`src/rtl/ascon_sub_layer_serial.sv`:
```
// Serialized ASCON substitution layer: sweeps the 64 five-bit columns of the
// 320-bit state through NB_SBOX parallel sboxes per cycle, with valid/ready on both sides.

module ascon_sbox (
    input  logic [4:0] x_i,
    output logic [4:0] y_o
);
    always_comb begin
        y_o = 5'h00;
        case (x_i)
            5'h00: y_o = 5'h04;  5'h01: y_o = 5'h0b;  5'h02: y_o = 5'h1f;  5'h03: y_o = 5'h14;
            5'h04: y_o = 5'h1a;  5'h05: y_o = 5'h15;  5'h06: y_o = 5'h09;  5'h07: y_o = 5'h02;
            5'h08: y_o = 5'h1b;  5'h09: y_o = 5'h05;  5'h0a: y_o = 5'h08;  5'h0b: y_o = 5'h12;
            5'h0c: y_o = 5'h1d;  5'h0d: y_o = 5'h03;  5'h0e: y_o = 5'h06;  5'h0f: y_o = 5'h1c;
            5'h10: y_o = 5'h1e;  5'h11: y_o = 5'h13;  5'h12: y_o = 5'h07;  5'h13: y_o = 5'h0e;
            5'h14: y_o = 5'h00;  5'h15: y_o = 5'h0d;  5'h16: y_o = 5'h11;  5'h17: y_o = 5'h18;
            5'h18: y_o = 5'h10;  5'h19: y_o = 5'h0c;  5'h1a: y_o = 5'h01;  5'h1b: y_o = 5'h19;
            5'h1c: y_o = 5'h16;  5'h1d: y_o = 5'h0a;  5'h1e: y_o = 5'h0f;  5'h1f: y_o = 5'h17;
            default: y_o = 5'h00;
        endcase
    end
endmodule

module ascon_sub_layer_serial #(
    parameter int NB_SBOX = 8
) (
    input  logic         i_clk,
    input  logic         i_rst,
    input  logic         i_valid,
    output logic         o_ready,
    input  logic [319:0] i_state,
    output logic         o_valid,
    input  logic         i_ready,
    output logic [319:0] o_state,
    output logic         o_busy
);
    localparam int NB_GROUPS = 64 / NB_SBOX;
    localparam int LOG_NB    = $clog2(NB_SBOX);
    localparam int CW        = (NB_GROUPS > 1) ? $clog2(NB_GROUPS) : 1;

    if (!(NB_SBOX == 1 || NB_SBOX == 2 || NB_SBOX == 4 || NB_SBOX == 8 ||
          NB_SBOX == 16 || NB_SBOX == 32 || NB_SBOX == 64)) begin : g_bad_nb_sbox
        $error("NB_SBOX must be a power of two between 1 and 64");
    end

    typedef enum logic [1:0] {IDLE, RUN, DONE} fsm_t;

    fsm_t                     fsm_q, fsm_d;
    logic [CW-1:0]            cnt_q, cnt_d;
    // Row-major view: [4] = x0 (bits 319:256) ... [0] = x4 (bits 63:0).
    logic [4:0][63:0]         st_q, st_d, st_sub;
    logic [NB_SBOX-1:0][5:0]  col;
    logic [NB_SBOX-1:0][4:0]  sb_in, sb_out;
    logic                     last;

    for (genvar g = 0; g < NB_SBOX; g++) begin : g_lane
        assign col[g]   = (6'(cnt_q) << LOG_NB) | 6'(g);
        assign sb_in[g] = {st_q[4][col[g]], st_q[3][col[g]], st_q[2][col[g]],
                           st_q[1][col[g]], st_q[0][col[g]]};
        ascon_sbox u_sbox (.x_i(sb_in[g]), .y_o(sb_out[g]));
    end

    always_comb begin
        st_sub = st_q;
        for (int g = 0; g < NB_SBOX; g++) begin
            for (int k = 0; k < 5; k++) begin
                st_sub[k][col[g]] = sb_out[g][k];
            end
        end
    end

    assign last    = (cnt_q == CW'(NB_GROUPS - 1));
    assign o_ready = (fsm_q == IDLE) || ((fsm_q == DONE) && i_ready);
    assign o_valid = (fsm_q == DONE);
    assign o_busy  = (fsm_q == RUN) || (fsm_q == DONE);
    assign o_state = st_q;

    always_comb begin
        fsm_d = fsm_q;
        cnt_d = cnt_q;
        st_d  = st_q;
        case (fsm_q)
            IDLE: begin
                if (i_valid) begin
                    st_d  = i_state;
                    cnt_d = '0;
                    fsm_d = RUN;
                end
            end
            RUN: begin
                st_d = st_sub;
                if (last) begin
                    cnt_d = '0;
                    fsm_d = DONE;
                end else begin
                    cnt_d = cnt_q + CW'(1);
                end
            end
            DONE: begin
                // A simultaneous consume-and-load skips IDLE so there is no bubble.
                if (i_ready) begin
                    if (i_valid) begin
                        st_d  = i_state;
                        cnt_d = '0;
                        fsm_d = RUN;
                    end else begin
                        fsm_d = IDLE;
                    end
                end
            end
            default: fsm_d = IDLE;
        endcase
    end

    always_ff @(posedge i_clk) begin
        if (i_rst) begin
            fsm_q <= IDLE;
            cnt_q <= '0;
            st_q  <= '0;
        end else begin
            fsm_q <= fsm_d;
            cnt_q <= cnt_d;
            st_q  <= st_d;
        end
    end
endmodule

```
`config.mk`:
```
export PLATFORM = sky130hd
export DESIGN_NAME = ascon_sub_layer_serial
export DESIGN_NICKNAME = d
export VERILOG_FILES = /design/src/rtl/ascon_sub_layer_serial.sv
export SDC_FILE = /design/constraint.sdc
export NUM_CORES = 1
export LEC_CHECK = 0
export ABC_AREA = 1
export ABC_CLOCK_PERIOD_IN_PS = 2500
export CORE_AREA = 2 2 251 253
export DETAILED_ROUTE_END_ITERATION = 16
export DIE_AREA = 0 0 253 255
export HOLD_SLACK_MARGIN = 0.05
export PLACE_DENSITY = 0.6
export SYNTH_ARGS = -nofsm -noshare
export SYNTH_HDL_FRONTEND = slang
export SYNTH_SLANG_ARGS = --single-unit
```
`constraint.sdc`:
```
create_clock -name i_clk -period 2.5 [get_ports i_clk]
set_input_delay 0.5 -clock i_clk [delete_from_list [all_inputs] [get_ports i_clk]]
set_output_delay 0.5 -clock i_clk [all_outputs]
set_load 0.01 [all_outputs]
```
**Run 1: the clock network**

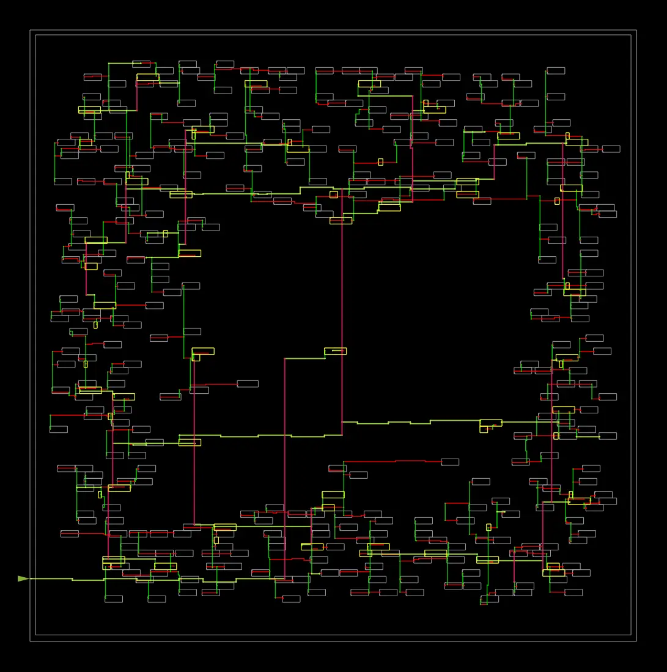
Flops: 325
# clk buffers: 54

**Run 1: selected gate families**

The bar under the picture is 100 um long.
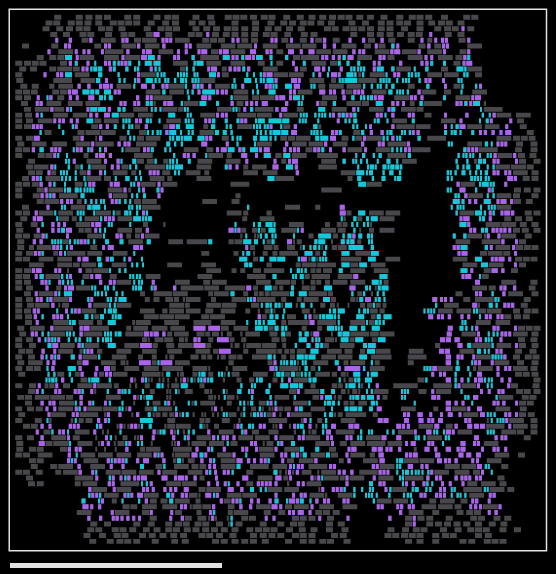
[cyan] NAND gates | cells: 1232 | most used: nand2_1 | where: all over the die
[purple] inverting AOI/OAI gates | cells: 1110 | most used: a21oi_1 | where: all over the die

**Run 1: metal layers overlaid**

Two of the layers only.
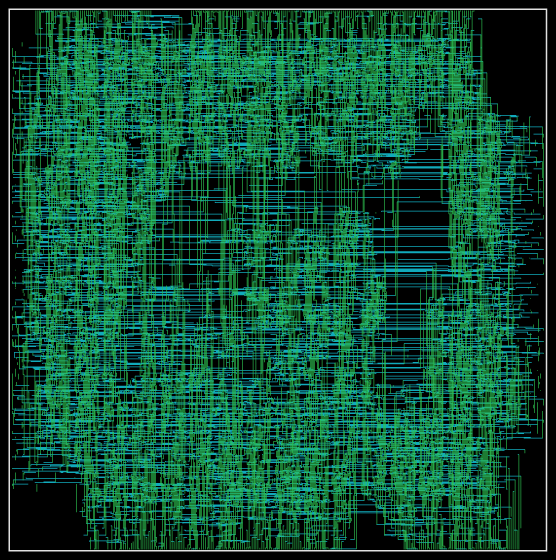
[cyan] metal 1 | wire length: 48.6 mm
[green] metal 2 | wire length: 55.9 mm

[run 1: placed cells by master, fill, tap and decap left out, types with 3 or more instances in the layout]
cell | synthesis | routed
clkinv_4 | 0 | 3
a21oi_4 | 0 | 8
o21ai_1 | 22 | 28
buf_16 | 0 | 6
xnor2_4 | 8 | 8
a21oi_2 | 1 | 83
buf_6 | 7 | 18
o21ai_2 | 0 | 5
nand3_2 | 19 | 72
inv_2 | 18 | 30
a21oi_1 | 658 | 568
nor2_4 | 1 | 15
ha_4 | 0 | 8
nand2_4 | 8 | 47
clkinv_2 | 0 | 9
ha_1 | 22 | 14
nand4_1 | 13 | 13
nand3_1 | 182 | 124
clkbuf_8 | 0 | 5
dfxtp_1 | 325 | 322
nand2_1 | 979 | 842
clkbuf_16 | 0 | 49
inv_1 | 74 | 52
nor2_1 | 82 | 73
inv_4 | 1 | 8
nand3_4 | 0 | 5
clkbuf_1 | 183 | 10
o21ai_0 | 354 | 343
clkdlybuf4s50_1 | 0 | 646
nand2_2 | 31 | 128
o211ai_1 | 71 | 71
buf_4 | 12 | 203
buf_12 | 0 | 108
[run 1: worst max-delay path: cells and delay by family, from the launching register on]
family                     cells  cell delay, ns
AOI/OAI and AO/OA              2            0.39
adders and majority gates      1            0.25
buffers and inverters          6            0.93
DFF                            1            0.43
and+or+nand+nor                7            0.43
[run 1: cells by family after synthesis]
logic type | count (synthesis) | synth area share (%)
compound gates | 1110 | 29.24
simple gates | 1324 | 28.08
buf+inv | 335 | 7.092
flops | 325 | 33.07
fa+ha+maj | 22 | 1.399
xor+xnor | 8 | 1.119
[run 1: stage by stage]
stage / cells / cell area [um2] / total power, uW / TNS, ns / utilization (%)
after floorplan: 3124 / 19670 / 27990 / 0 / -
after global placement: 4629 / 29800 / 54350 / -35.29 / 47.95
after detailed placement: 4629 / 29800 / 54540 / -34.27 / 47.95
after CTS: 4708 / 31520 / 61610 / -0.006616 / 50.70
after global routing: 4742 / 33170 / 68810 / -3.300 / 53.37
final: 4744 / 33180 / 66330 / -0.03481 / 53.38
[run 1: metal layers]
metal	share of wire (%)	track usage, %	up-vias
li1	-	-	12190
met1	40	45.76	12760
met2	46	57.17	1735
met3	9.4	6.376	334
met4	4.3	13.39	6
met5	0.034	0	-
[run 1: cell type report]
class                   count  area [um2]  share of cell area [%]
repair inverters            1       11.26                 0.03394
multi-input cells        2465       13270                   40.01
diodes                      2       5.005                 0.01508
repair buffers            992       10800                   32.56
flip-flops and latches    325        6515                   19.64
inverters                  94       412.9                   1.244
clock inverters            12       75.07                  0.2263
well taps                 799       999.7                   3.013
clock buffers              54        1082                   3.262
[run 1: sequential cells by signal, indices dropped and copies added, names as in the netlist]
signal   cells
fsm_q        2
o_state    320
cnt_q        3
[run 1: worst max path at each step]
stage | startpoint | endpoint | slack [ns] | cells after the start
after floorplan | cnt_q[0] | o_state[10] | 0.17 | 16
after global placement | i_ready | o_state[292] | -0.24 | 14
after detailed placement | i_ready | o_state[292] | -0.25 | 14
after CTS | cnt_q[0] | o_state[159] | -0.003 | 14
after global routing | cnt_q[0] | o_state[29] | -0.09 | 16
final | cnt_q[0] | o_state[32] | -0.02 | 16
==> job_summary.md, run 1 <==
## Implementation flow summary

| Metric | Value |
|---|---|
| Status | `finished with violations` |
| Failing checks | `setup timing` |
| Fp util | `31.65%` |
| RSZ-0062 raised after global routing | `true` |
| P_seq | `10400 uW` |
| Critical Path Source Type | `register` |
| Max Root-Sink Buffers | `3` |
| CP endpoint kind | `register` |
| Top cells, area | `dfxtp_1 33%, nand2_1 19%, a21oi_1 17%, o21ai_0 9.0%, nand3_1 4.6%` |
| Largest net degree at the start of global routing | `129` |
| Hold path endpoint | `o_state[104]` |
| Via/cell ratio | `5.696` |
| Drt drc | `0` |
| Critical Path AT | `3.03 ns` |
| Count of pins over their slew limit | `0` |
| Share of layout cells above drive strength 1 | `21.13%` |
| Sw Ratio | `52.11%` |
| Top power group | `combinational cells` |
| Setup Viol. Count Final | `3` |
| First-pass GRT wire length | `167800 um` |
| Gr ovfl total | `0` |
| Cell Chain, Critical Path | `buf_12, clkinv_16, buf_12, buf_16, nand2_2, nand2_1, nand2_1, nand2_1, nand2_2, nand2_4, ha_4, buf_6, o211ai_1, clkbuf_16, nand3_2, a21oi_2` |
| GRT Util Overall | `34.96%` |
| Tcrit/Tclk final | `100.7%` |
| Vias in the first global route | `25220` |
| CP Class | `register to register` |
| Relative slew slack | `48.70%` |
| Reg2Reg Depth | `16` |
| H-tree lvl count | `2` |
| Slowest CP cell | `dfxtp_4` |
| Fill count | `6084` |
| Syn Area/Cell | `6.297 um2` |
| Final WS setup | `-0.01860 ns` |
| Area Overhead vs Synth | `68.66%` |
| # clock sinks | `325` |
**Run 1: pin placement**

Pins as bars across the die edge, other pins in gray.
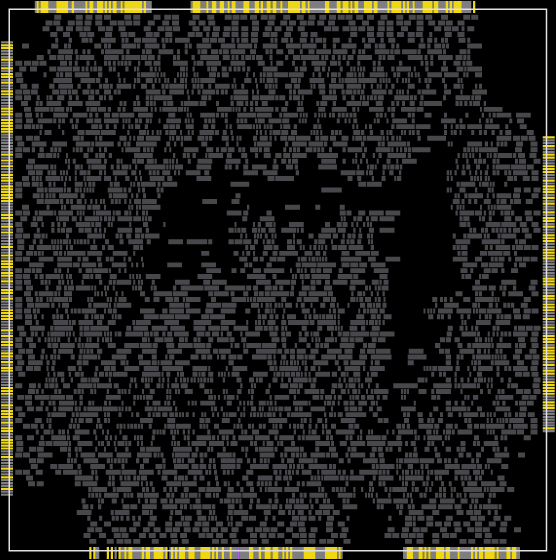

==> run 2, diff against run 1 <==
- ABC_CLOCK_PERIOD_IN_PS: 2500 -> default
- CTS_CLUSTER_DIAMETER: default -> 30
- SKIP_LAST_GASP: default -> 1
**Run 2: pin placement**

Pins as bars across the die edge, other pins in gray.
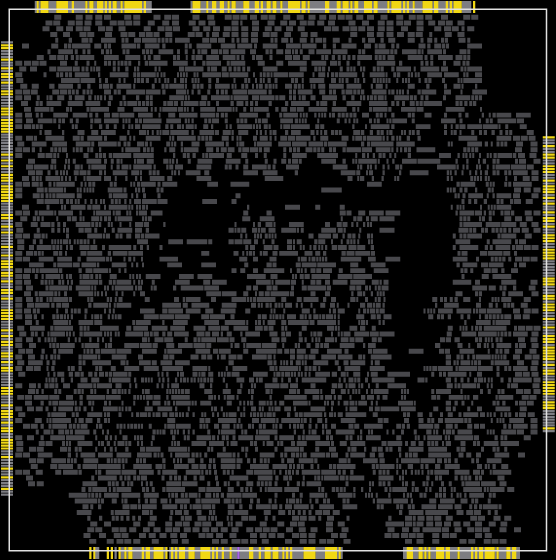
[purple] `o_ready` | pins: 1 | direction: output | edge: bottom
[yellow] `o_state` | pins: 320 | direction: output | edge: 104 top, 87 bottom, 75 left, 54 right
all pins by edge: 205 top, 181 bottom, 158 left, 103 right

**Run 2: metal layers overlaid**

Two of the layers only.
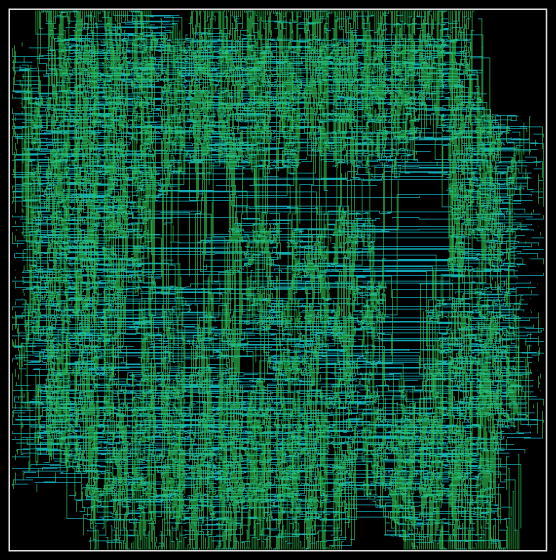
[green] metal 2 | wire length: 55.8 mm
[cyan] metal 1 | wire length: 48.6 mm

==> run 2 against run 1 <==
Against the previous run:
- the flow still finishes with violations (setup timing)
- die area unchanged
- global-route usage up 0.32 points
- highest routed layer unchanged
- combinational power down 3%
- non-clock buffer count down 9
- sequential share of layout area down 0.68 points
- final cell count up 1.9%
- synthesized cell count unchanged
==> job_summary.md, run 2 <==
## Implementation flow summary

| Metric | Value |
|---|---|
| RSZ-0062 raised after global routing | `true` |
| CP Class | `register to register` |
| H-tree lvl count | `3` |
| CP startpoint | `cnt_q[0]` |
| Final WS setup | `-0.004772 ns` |
| Routed WL | `121600 um` |
| Area Overhead vs Synth | `74.71%` |
| Syn Area/Cell | `6.297 um2` |
| Tcrit/Tclk final | `100.2%` |
| Max FFs per register | `320` |
| Final Net Count | `4308` |
| Relative slew slack | `38.41%` |
| Core Util, Final | `55.29%` |
| Gr ovfl total | `0` |
| Fin area | `34370 um2` |
| Failing checks | `setup timing` |
| Vias in the first global route | `25930` |
| First-pass GRT wire length | `169800 um` |
| DPL Wire Length | `85740 um` |
| Top cells, area | `dfxtp_1 33%, nand2_1 19%, a21oi_1 17%, o21ai_0 9.0%, nand3_1 4.6%` |
| Area after DPL | `29800 um2` |
| Count of pins over their slew limit | `0` |
| Post-synth top area cell | `dfxtp_1` |
| CP endpoint kind | `register` |
| DRT iter0 DRCs | `2900` |
| Setup Viol. Count Final | `1` |
| Status | `finished with violations` |
| # clock sinks | `325` |
| Fp util | `31.65%` |
| Drt drc | `0` |
| Fill count | `5936` |
| Share of layout cells above drive strength 1 | `18.79%` |
| Distinct cells, synth | `32` |
| Max Root-Sink Buffers | `3` |
| Most frequent logic cell in the layout | `nand2_1` |
| Critical Path Source Type | `register` |
| Worst clock skew | `0.02442 ns` |
| Via/cell ratio | `5.664` |
| Most numerous logic cells after layout | `918 x nand2_1, 644 x clkdlybuf4s50_1, 612 x a21oi_1` |
| Largest net degree at the start of global routing | `129` |
| GRT Util Overall | `35.28%` |
| Ys flop type | `dfxtp_1` |
## run 2: cell counts after synthesis
No cell type changed its count.
## run 2: cell families after synthesis
group | count (synthesis) | synth area share (%)
AOI/OAI and AO/OA | 1110 | 29.24
xor gates and xnor gates | 8 | 1.119
adders and majority gates | 22 | 1.399
buffers and inverters | 335 | 7.092
DFF | 325 | 33.07
and+or+nand+nor | 1324 | 28.08
## run 2: power breakdown
part	internal [uW]	leakage [uW]	switching [uW]
logic	20300	0.00988	28500
clock network	8040	0.00152	3650
registers	7680	0.00270	2700
## run 2: metrics by stage
stage	total power (uW)	cells	TNS [ns]	hold WS (ns)	worst slack, ns
floorplan	27990	3124	0	0.5068	0.1746
global placement	54350	4629	-35.29	0.5423	-0.2373
detailed placement	54540	4629	-34.27	0.5450	-0.2487
CTS	67440	4805	-0.3350	0.4930	-0.03526
global route	73450	4833	-5.544	0.5127	-0.1003
finish	70870	4835	-0.004772	0.5114	-0.004772
## run 2: area by class of cell
| cell class | count | area, um2 | area share, % |
|---|---|---|---|
| Sequential cell | 325 | 6516 | 18.96 |
| Clock buffer | 130 | 2585 | 7.521 |
| Timing Repair inverter | 1 | 16.27 | 0.04733 |
| Antenna cell | 2 | 5.005 | 0.01456 |
| Timing Repair Buffer | 983 | 10680 | 31.09 |
| Clock inverter | 36 | 491.7 | 1.431 |
| Inverter | 94 | 395.4 | 1.150 |
| Multi-Input combinational cell | 2465 | 12670 | 36.88 |
| Tap cell | 799 | 999.7 | 2.909 |
## run 2: path summary, 6_finish.rpt
| kind | end | slack, ns | cells after the start |
|---|---|---|---|
| worst min-delay path | o_state[90] | 0.51 | 3 |
| worst max register to register | o_state[131] | -0.005 | 15 |
| worst min register to register | fsm_q[1] | 0.54 | 2 |
| worst max-delay path | o_state[131] | -0.005 | 15 |
## run 2: critical path, stage by stage, from the launching register on
cell and delay [ns]:
dfxtp_4 0.37, buf_12 0.14, buf_12 0.13, bufbuf_16 0.33, nand2_1 0.07, nand2_1 0.10, nand2_1 0.09, nand2_1 0.09
nand2_1 0.09, nand2_2 0.13, inv_2 0.06, nand2_1 0.11, nand2_4 0.11, buf_12 0.16, o211ai_1 0.27, a21oi_1 0.10
## run 2: timing repair
item	in CTS	in global routing
endpoints found under the hold margin	0	0
pin swaps	11	78
cloned	3	11
setup endpoints to repair	234	299
buffers inserted	7	19
resized	47	198
## run 2: layer usage
layer / routed length (um) / GRT usage, % / vias to the layer above
met5: 39 / 0 / -
met4: 5377 / 15.16 / 6
met3: 11800 / 7.444 / 351
met2: 55790 / 57.21 / 1789
met1: 48590 / 45.33 / 12910
li1: - / - / 12330
Power and IR drop assume default switching activity.
